`config.mk`:
```
export PLATFORM = sky130hd
export DESIGN_NAME = rob_rollback_ctrl_flat
export DESIGN_NICKNAME = d
export VERILOG_FILES = /design/src/rtl/rob_rollback_ctrl_if.sv /design/src/rtl/rob_rollback_ctrl.sv /design/src/flat_wrapper.sv
export SDC_FILE = /design/constraint.sdc
export NUM_CORES = 1
export LEC_CHECK = 0
export CAP_MARGIN = 20
export CORE_ASPECT_RATIO = 0.7
export CORE_MARGIN = 2
export CORE_UTILIZATION = 44
export CTS_CLUSTER_SIZE = 30
export DETAILED_ROUTE_END_ITERATION = 10
export GPL_TIMING_DRIVEN = 0
export PLACE_DENSITY_LB_ADDON = 0.08
export SLEW_MARGIN = 30
export SYNTH_ARGS = -nofsm -noshare
export SYNTH_HDL_FRONTEND = slang
export SYNTH_SLANG_ARGS = --single-unit
```
`constraint.sdc`:
```
create_clock -name clock -period 5.2 [get_ports clock]
set_clock_uncertainty 0.15 [all_clocks]
set_input_delay 1.56 -clock clock [delete_from_list [all_inputs] [get_ports clock]]
set_output_delay 1.56 -clock clock [all_outputs]
set_load 0.05 [all_outputs]
```
`src/rtl/rob_rollback_ctrl_if.sv`:
```
// rob_rollback_ctrl_if: branch-report, retire and recovery signals between the ROB, branch FUs and rollback controller
interface rob_rollback_ctrl_if #(
    parameter int NUM_ROB = 32,
    parameter int NUM_REQ = 2,
    parameter int PC_W    = 64
);
    localparam int IDX_W = $clog2(NUM_ROB);
    logic [NUM_REQ-1:0]       br_valid;
    logic [NUM_REQ*IDX_W-1:0] br_rob_idx;
    logic [NUM_REQ*PC_W-1:0]  br_target;
    logic [IDX_W-1:0]         rob_head;
    logic [1:0]               retire_en;
    logic                     rollback_en;
    logic [IDX_W-1:0]         rollback_idx;
    logic                     redirect_valid;
    logic [PC_W-1:0]          redirect_pc;
    logic                     stall_dispatch;
    logic                     busy;
    logic [15:0]              drop_cnt;
    modport slave (
        input  br_valid, br_rob_idx, br_target, rob_head, retire_en,
        output rollback_en, rollback_idx, redirect_valid, redirect_pc, stall_dispatch, busy, drop_cnt
    );
    modport master (
        output br_valid, br_rob_idx, br_target, rob_head, retire_en,
        input  rollback_en, rollback_idx, redirect_valid, redirect_pc, stall_dispatch, busy, drop_cnt
    );
endinterface

```
`src/rtl/rob_rollback_ctrl.sv`:
```
// rob_rollback_ctrl: picks the oldest branch mispredict, issues one rollback/redirect pulse
// and stalls dispatch until that branch retires.
module rob_rollback_ctrl #(
    parameter int NUM_ROB = 32,
    parameter int NUM_REQ = 2,
    parameter int PC_W    = 64
) (
    input logic           clock,
    input logic           reset,
    input logic           en,
    rob_rollback_ctrl_if.slave bus
);
    localparam int IDX_W  = $clog2(NUM_ROB);
    localparam int LANE_W = NUM_REQ > 1 ? $clog2(NUM_REQ) : 1;
    localparam int CNT_W  = $clog2(NUM_REQ + 1);

    typedef enum logic [1:0] {IDLE, FLUSH, RECOVER} state_t;

    state_t            state, state_n;
    logic [IDX_W-1:0]  pend_idx, pend_age, win_idx, head_p1;
    logic [PC_W-1:0]   pend_pc, win_pc;
    logic [15:0]       drop_cnt, drop_n;
    logic [16:0]       drop_sum;
    logic [IDX_W-1:0]  age [NUM_REQ];
    logic [LANE_W-1:0] win_lane;
    logic [CNT_W-1:0]  n_valid;
    logic              found, exit_ok, idle_eff, load, discard;

    genvar k;
    for (k = 0; k < NUM_REQ; k = k + 1) begin : g_age
        assign age[k] = bus.br_rob_idx[k*IDX_W +: IDX_W] - bus.rob_head;
    end

    // Strict compare while scanning upward keeps the lowest lane on equal age.
    always_comb begin
        win_lane = '0;
        found    = 1'b0;
        n_valid  = '0;
        for (int i = 0; i < NUM_REQ; i++) begin
            if (bus.br_valid[i]) begin
                n_valid = n_valid + CNT_W'(1);
                if (!found || age[i] < age[win_lane]) win_lane = LANE_W'(i);
                found = 1'b1;
            end
        end
    end

    assign win_idx  = bus.br_rob_idx[win_lane*IDX_W +: IDX_W];
    assign win_pc   = bus.br_target[win_lane*PC_W +: PC_W];
    assign pend_age = pend_idx - bus.rob_head;
    assign head_p1  = bus.rob_head + IDX_W'(1);

    // A retiring branch frees the controller first, so a same-cycle report is taken as if in IDLE.
    always_comb begin
        exit_ok  = state == RECOVER &&
                   ((bus.retire_en[0] && bus.rob_head == pend_idx) || (bus.retire_en[1] && head_p1 == pend_idx));
        idle_eff = state == IDLE || exit_ok;
        load     = found && (idle_eff || age[win_lane] < pend_age);
        discard  = found && !load;
        state_n  = load ? FLUSH : idle_eff ? IDLE : RECOVER;
        drop_sum = {1'b0, drop_cnt} + 17'(n_valid) + 17'(discard) - 17'(found);
        drop_n   = drop_sum[16] ? 16'hFFFF : drop_sum[15:0];
    end

    always_ff @(posedge clock or negedge reset) begin
        if (!reset) begin
            state    <= IDLE;
            pend_idx <= '0;
            pend_pc  <= '0;
            drop_cnt <= '0;
        end else if (en) begin
            state    <= state_n;
            drop_cnt <= drop_n;
            if (load) begin
                pend_idx <= win_idx;
                pend_pc  <= win_pc;
            end
        end
    end

    assign bus.rollback_en    = en && state == FLUSH;
    assign bus.redirect_valid = en && state == FLUSH;
    assign bus.rollback_idx   = pend_idx;
    assign bus.redirect_pc    = pend_pc;
    assign bus.stall_dispatch = state != IDLE;
    assign bus.busy           = state != IDLE;
    assign bus.drop_cnt       = drop_cnt;
endmodule

```
`src/flat_wrapper.sv`:
```
// flat-port wrapper written by rule: the top's interface ports become plain ports
module rob_rollback_ctrl_flat 
#(
    parameter int NUM_ROB = 32,
    parameter int NUM_REQ = 2,
    parameter int PC_W    = 64
)
  (clock, reset, en, bus_br_valid, bus_br_rob_idx, bus_br_target, bus_rob_head, bus_retire_en, bus_rollback_en, bus_rollback_idx, bus_redirect_valid, bus_redirect_pc, bus_stall_dispatch, bus_busy, bus_drop_cnt);
  rob_rollback_ctrl_if #(.NUM_ROB(NUM_ROB), .NUM_REQ(NUM_REQ), .PC_W(PC_W)) bus_i ();
  input logic clock;
  input logic reset;
  input logic en;
  input wire logic [$bits(bus_i.br_valid)-1:0] bus_br_valid;
  input wire logic [$bits(bus_i.br_rob_idx)-1:0] bus_br_rob_idx;
  input wire logic [$bits(bus_i.br_target)-1:0] bus_br_target;
  input wire logic [$bits(bus_i.rob_head)-1:0] bus_rob_head;
  input wire logic [$bits(bus_i.retire_en)-1:0] bus_retire_en;
  output wire logic [$bits(bus_i.rollback_en)-1:0] bus_rollback_en;
  output wire logic [$bits(bus_i.rollback_idx)-1:0] bus_rollback_idx;
  output wire logic [$bits(bus_i.redirect_valid)-1:0] bus_redirect_valid;
  output wire logic [$bits(bus_i.redirect_pc)-1:0] bus_redirect_pc;
  output wire logic [$bits(bus_i.stall_dispatch)-1:0] bus_stall_dispatch;
  output wire logic [$bits(bus_i.busy)-1:0] bus_busy;
  output wire logic [$bits(bus_i.drop_cnt)-1:0] bus_drop_cnt;
  assign bus_i.br_valid = bus_br_valid;
  assign bus_i.br_rob_idx = bus_br_rob_idx;
  assign bus_i.br_target = bus_br_target;
  assign bus_i.rob_head = bus_rob_head;
  assign bus_i.retire_en = bus_retire_en;
  assign bus_rollback_en = bus_i.rollback_en;
  assign bus_rollback_idx = bus_i.rollback_idx;
  assign bus_redirect_valid = bus_i.redirect_valid;
  assign bus_redirect_pc = bus_i.redirect_pc;
  assign bus_stall_dispatch = bus_i.stall_dispatch;
  assign bus_busy = bus_i.busy;
  assign bus_drop_cnt = bus_i.drop_cnt;
  rob_rollback_ctrl #(.NUM_ROB(NUM_ROB), .NUM_REQ(NUM_REQ), .PC_W(PC_W)) u_core (.clock(clock), .reset(reset), .en(en), .bus(bus_i));
endmodule
```
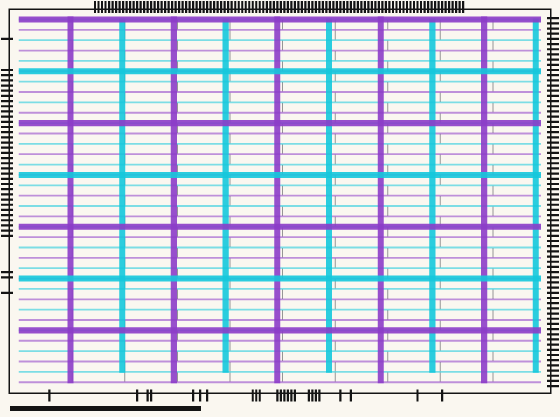
**Above:** run 1 (power grid).
Bar = 50 um. Pins as bars on the die edge. Tap cells in grey.
- purple: VSS
- cyan: VDD
- met5 straps: 7
- met1 rails: 36
- tap cells: 166
- met4 straps: 10
- signal pins: 239
Die Wd: 141.7 um
Die H: 100.4 um
total core area: 13050 um2
worst vdd rail ir drop: 0.3593 mV

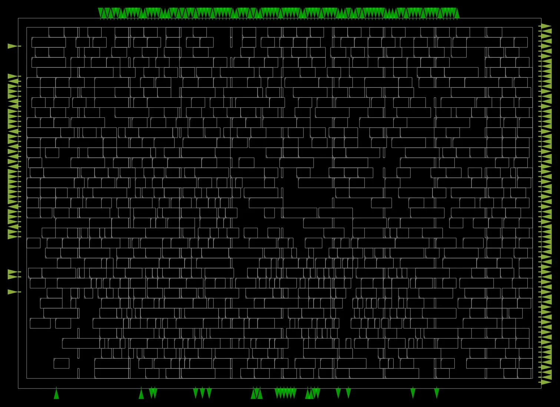
**Above:** run 1 (placement view).
final core utilization: 72.55%
non-filler cells, final: 992
tapcell count: 166
# fillers: 923

==> out/metrics.cfg, run 1 <==
[sta]
grt_setup_unrepaired=yes
hold_viol=0
finalWorstSetupSlack_ns=-1.416
maxSlewHeadroom_pct=52.29
period_needed_ns=6.616
setup_viol=89
finalMaxSlewViolations=0

[yosys]
synth.area.mux_share_pct=27.20
synth.avg_cell_area_um2=10.96
synthArstFlopShare_pct=100.0
flop_cell=dfrtp_1
synthCells=533
ys_ff=87
ys_top_logic_family=multiplexers

[grt]
use_met2_pct=43.95
met1_usage_pct=30.37
grt.busiest_layer=met2
grt_usage_pct=24.80
grt_first_pass_wirelength_um=27520
antenna_found_initial=0

[pwr]
total_power_mw=6.989
netSwitchingFraction_pct=47.86
power.internal_mw=3.644
p_seq_mw=1.24

[min_path]
whs_endpoint=u_core.bus.redirect_pc[25]$_DFFE_PN0P_
hp-class=flop to flop
worstHoldStart=u_core.bus.redirect_pc[25]$_DFFE_PN0P_
hold-path-cell-count=1

[finish]
largestClassByArea=combinational gates
comb_cells=386
comb-cell-share_pct=38.42
design.seq.count=87
clkbuf_count=9
final_cell_area_um2=9468
seq_share_pct=22.99
logic_area_um2=3637

[status]
outcome=complete, but fails checks
violations=negative setup slack

[routing]
met2_length_um=9005
dr.first_iter.drc_count=207
dr.pass1.iters=4

[cts]
cts.sinks=87
cts-root-buf=clkbuf_16
hold_buffers=0
postCtsSetupRepairBufs=31

[job]
drv_cap=0

[critical_path]
crit_slowest_cell=fa_2
endpoint=u_core.bus.drop_cnt[13]$_DFFE_PN0P_
cp_max_fo=5

[placement]
placed_cells=938

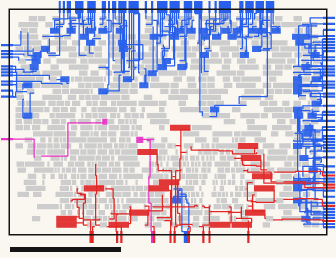
**Above:** run 1 (nets reached from selected ports).
Bar = 50 um.
- red: bus_drop_cnt (direction output; edge 11 bottom, 5 right; end cells 16; buffers 16; wire 707 um)
- blue: bus_br_target (direction input; edge 68 top, 46 right, 12 left, 2 bottom; end cells 64; buffers 128; wire 2750 um)
- magenta: bus_retire_en (direction input; edge 1 left, 1 bottom; end cells 2; buffers 2; wire 115 um)
port bufs: 238
Top Ports: 239

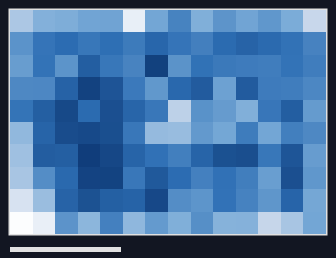
**Above:** run 1 (local utilization).
Bar = 50 um. The die is cut into 14 by 10 equal tiles; white is low, dark blue is high, 0 to 100% covered.
- mean over tiles: 65%
- fullest tile: 95%
- densest ninth of the die: middle left
- nearly empty tiles: 0.70%
- tiles over 75% full: 31%
FP Core Util: 44.77%

-- run 1: Yosys cell counts, drive strengths merged (9+ instances only) --
master    n  area (um2)
a21o     13       97.59
a21oi    25       125.1
a31oi    15       108.9
buf      10       97.59
clkbuf   12       45.04
dfrtp    87        2177
ha       37       462.9
inv      38       142.6
mux2    137        1569
nand2    28       105.1
nor2     25       93.84
o21ai    23       115.1
xnor2    15       131.4
xor2      9       78.83
-- run 1: worst max-delay path, delay by kind of cell --
kind | cells | cell delay, ns
simple gates | 3 | 0.37
xor+xnor | 2 | 0.32
buf+inv | 5 | 0.66
fa+ha+maj | 6 | 1.70
mux | 1 | 0.22
compound gates | 13 | 1.81
==> run 2: changes to the inputs <==
Settings changed: CORE_ASPECT_RATIO 0.7 to not set, SKIP_CTS_REPAIR_TIMING set to 1.
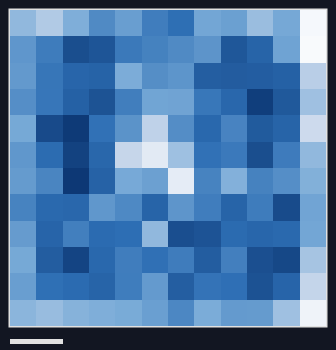
**Above:** run 2 (local utilization).
Bar = 20 um. The die is cut into 12 by 12 equal tiles; white is low, dark blue is high, 0 to 100% covered.
- densest ninth of the die: middle left
- fullest tile: 97%
- emptiest ninth of the die: centre
- tiles over 75% full: 35%
- mean over tiles: 64%
total core area: 13090 um2
FP Core Util: 44.65%

==> run 2 against run 1 <==
The run still ends with negative setup slack left. Wire length is 3.3% lower. Clock power increased by 12%. Sequential cell count stayed put. Synthesized cell count did not move. Register-to-register slack gained 0.08 ns. Critical path type unchanged. Critical endpoint is now u_core.bus.drop_cnt[9]$_DFFE_PN0P_. Largest cell class unchanged. Largest power group unchanged.
==> out/metrics.cfg, run 2 <==
[routing]
dr.pass1.iters=4  ; unchanged
dr.first_iter.drc_count=355  ; +71%
drtAntennaViolNets=0

[min_path]
whs_endpoint=u_core.bus.redirect_pc[43]$_DFFE_PN0P_
worstHoldStart=u_core.bus.redirect_pc[43]$_DFFE_PN0P_
hp-class=flop to flop

[finish]
logic_area_um2=3631  ; -0.17%
seq_share_pct=23.45  ; +0.46 points
final_cell_area_um2=9283  ; -2.0%
finalNonFillerCells=981  ; -1.1%
n_fill_cell=977  ; +5.9%
comb-cell-share_pct=39.12  ; +0.70 points
clkbuf_count=11  ; +2
largestClassByArea=combinational gates
comb_cells=386  ; unchanged
final_util_pct=70.94  ; -1.6 points

[yosys]
ys_cells=533
ys_area_um2=5842
synthArstFlopShare_pct=100.0  ; unchanged
synthCells=533  ; unchanged
top_cell=mux2_2
synth_top_area_share_pct=37.27  ; unchanged
ys_ff=87  ; unchanged
synth_top_cell_by_area=dfrtp_1
top_cells_by_area=dfrtp_1, mux2_2, ha_1, inv_1, xnor2_1
flop_cell=dfrtp_1
synth.avg_cell_area_um2=10.96  ; unchanged

[grt]
antenna_found_initial=0  ; unchanged
grt_usage_pct=23.97  ; -0.82 points
grt_first_pass_wirelength_um=26750  ; -2.8%

[floorplanning]
tap_cells=176  ; +6.0%
rows=42
pin_count=239  ; unchanged
chipArea_um2=14210

[critical_path]
cp_top_family=adder cells
endpoint=u_core.bus.drop_cnt[9]$_DFFE_PN0P_
cp_max_fo=6  ; +1
cp.depth=30  ; unchanged
path_buffers=6  ; +1
crit_slowest_cell=fa_2

[sta]
hold_viol=0  ; unchanged
grt_setup_unrepaired=yes
maxSlewHeadroom_pct=56.59  ; +4.3 points
setup_viol=88  ; -1.1%
period_needed_ns=6.670  ; +0.05393 ns
finalWorstSetupSlack_ns=-1.470  ; -0.05393 ns
finalMaxSlewViolations=0  ; unchanged

[status]
outcome=complete, but fails checks
violations=negative setup slack

[job]
drv_cap=0  ; unchanged

[cts]
cts-root-buf=clkbuf_16
cts.sinks=87  ; unchanged

[pwr]
total_power_mw=6.714  ; -3.9%

[placement]
port_buffers=238  ; unchanged

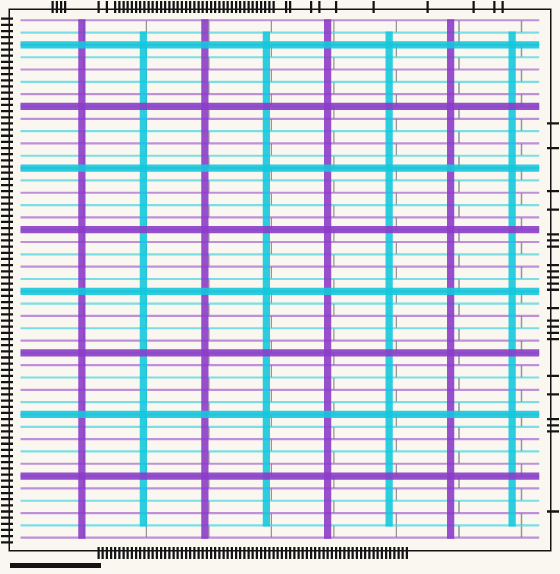
**Above:** run 2 (power grid).
Bar = 20 um. Pins as bars on the die edge. Tap cells in grey.
- purple: VSS
- cyan: VDD
- met5 straps: 8
- met1 rails: 43
- met4 straps: 8
- tap cells: 176
worst vdd rail ir drop: 0.3642 mV
Die H: 119.2 um
Die Wd: 119.2 um

[run 2: per-layer routing]
layer / routed length, um / track usage, %
met1: 6752 / 27.89
met2: 8767 / 41.56
met3: 1316 / 7.232
met4: 572 / 8.929
met5: 0 / 0
[run 2: cell families (layout without fill, tap and decap cells)]
logic type	count (synthesis)	after routing	share of synthesized area (%)
flip-flops	87	87	37.27
adder cells (fa/ha/maj)	42	42	9.638
AND/OR/NAND/NOR	85	85	6.725
multiplexers	139	139	27.20
AND-OR/OR-AND	96	96	10.69
XOR/XNOR	24	24	3.598
buffers and inverters	60	332	4.883
[run 2: report_power, final]
group          switching, mW  leakage, nW  internal [mW]
Sequential             0.220        0.999           1.02
Clock                  0.283        0.142          0.422
Combinational           2.73         2.85           2.03
No activity file was given, so power comes from the tool's default toggle rates.
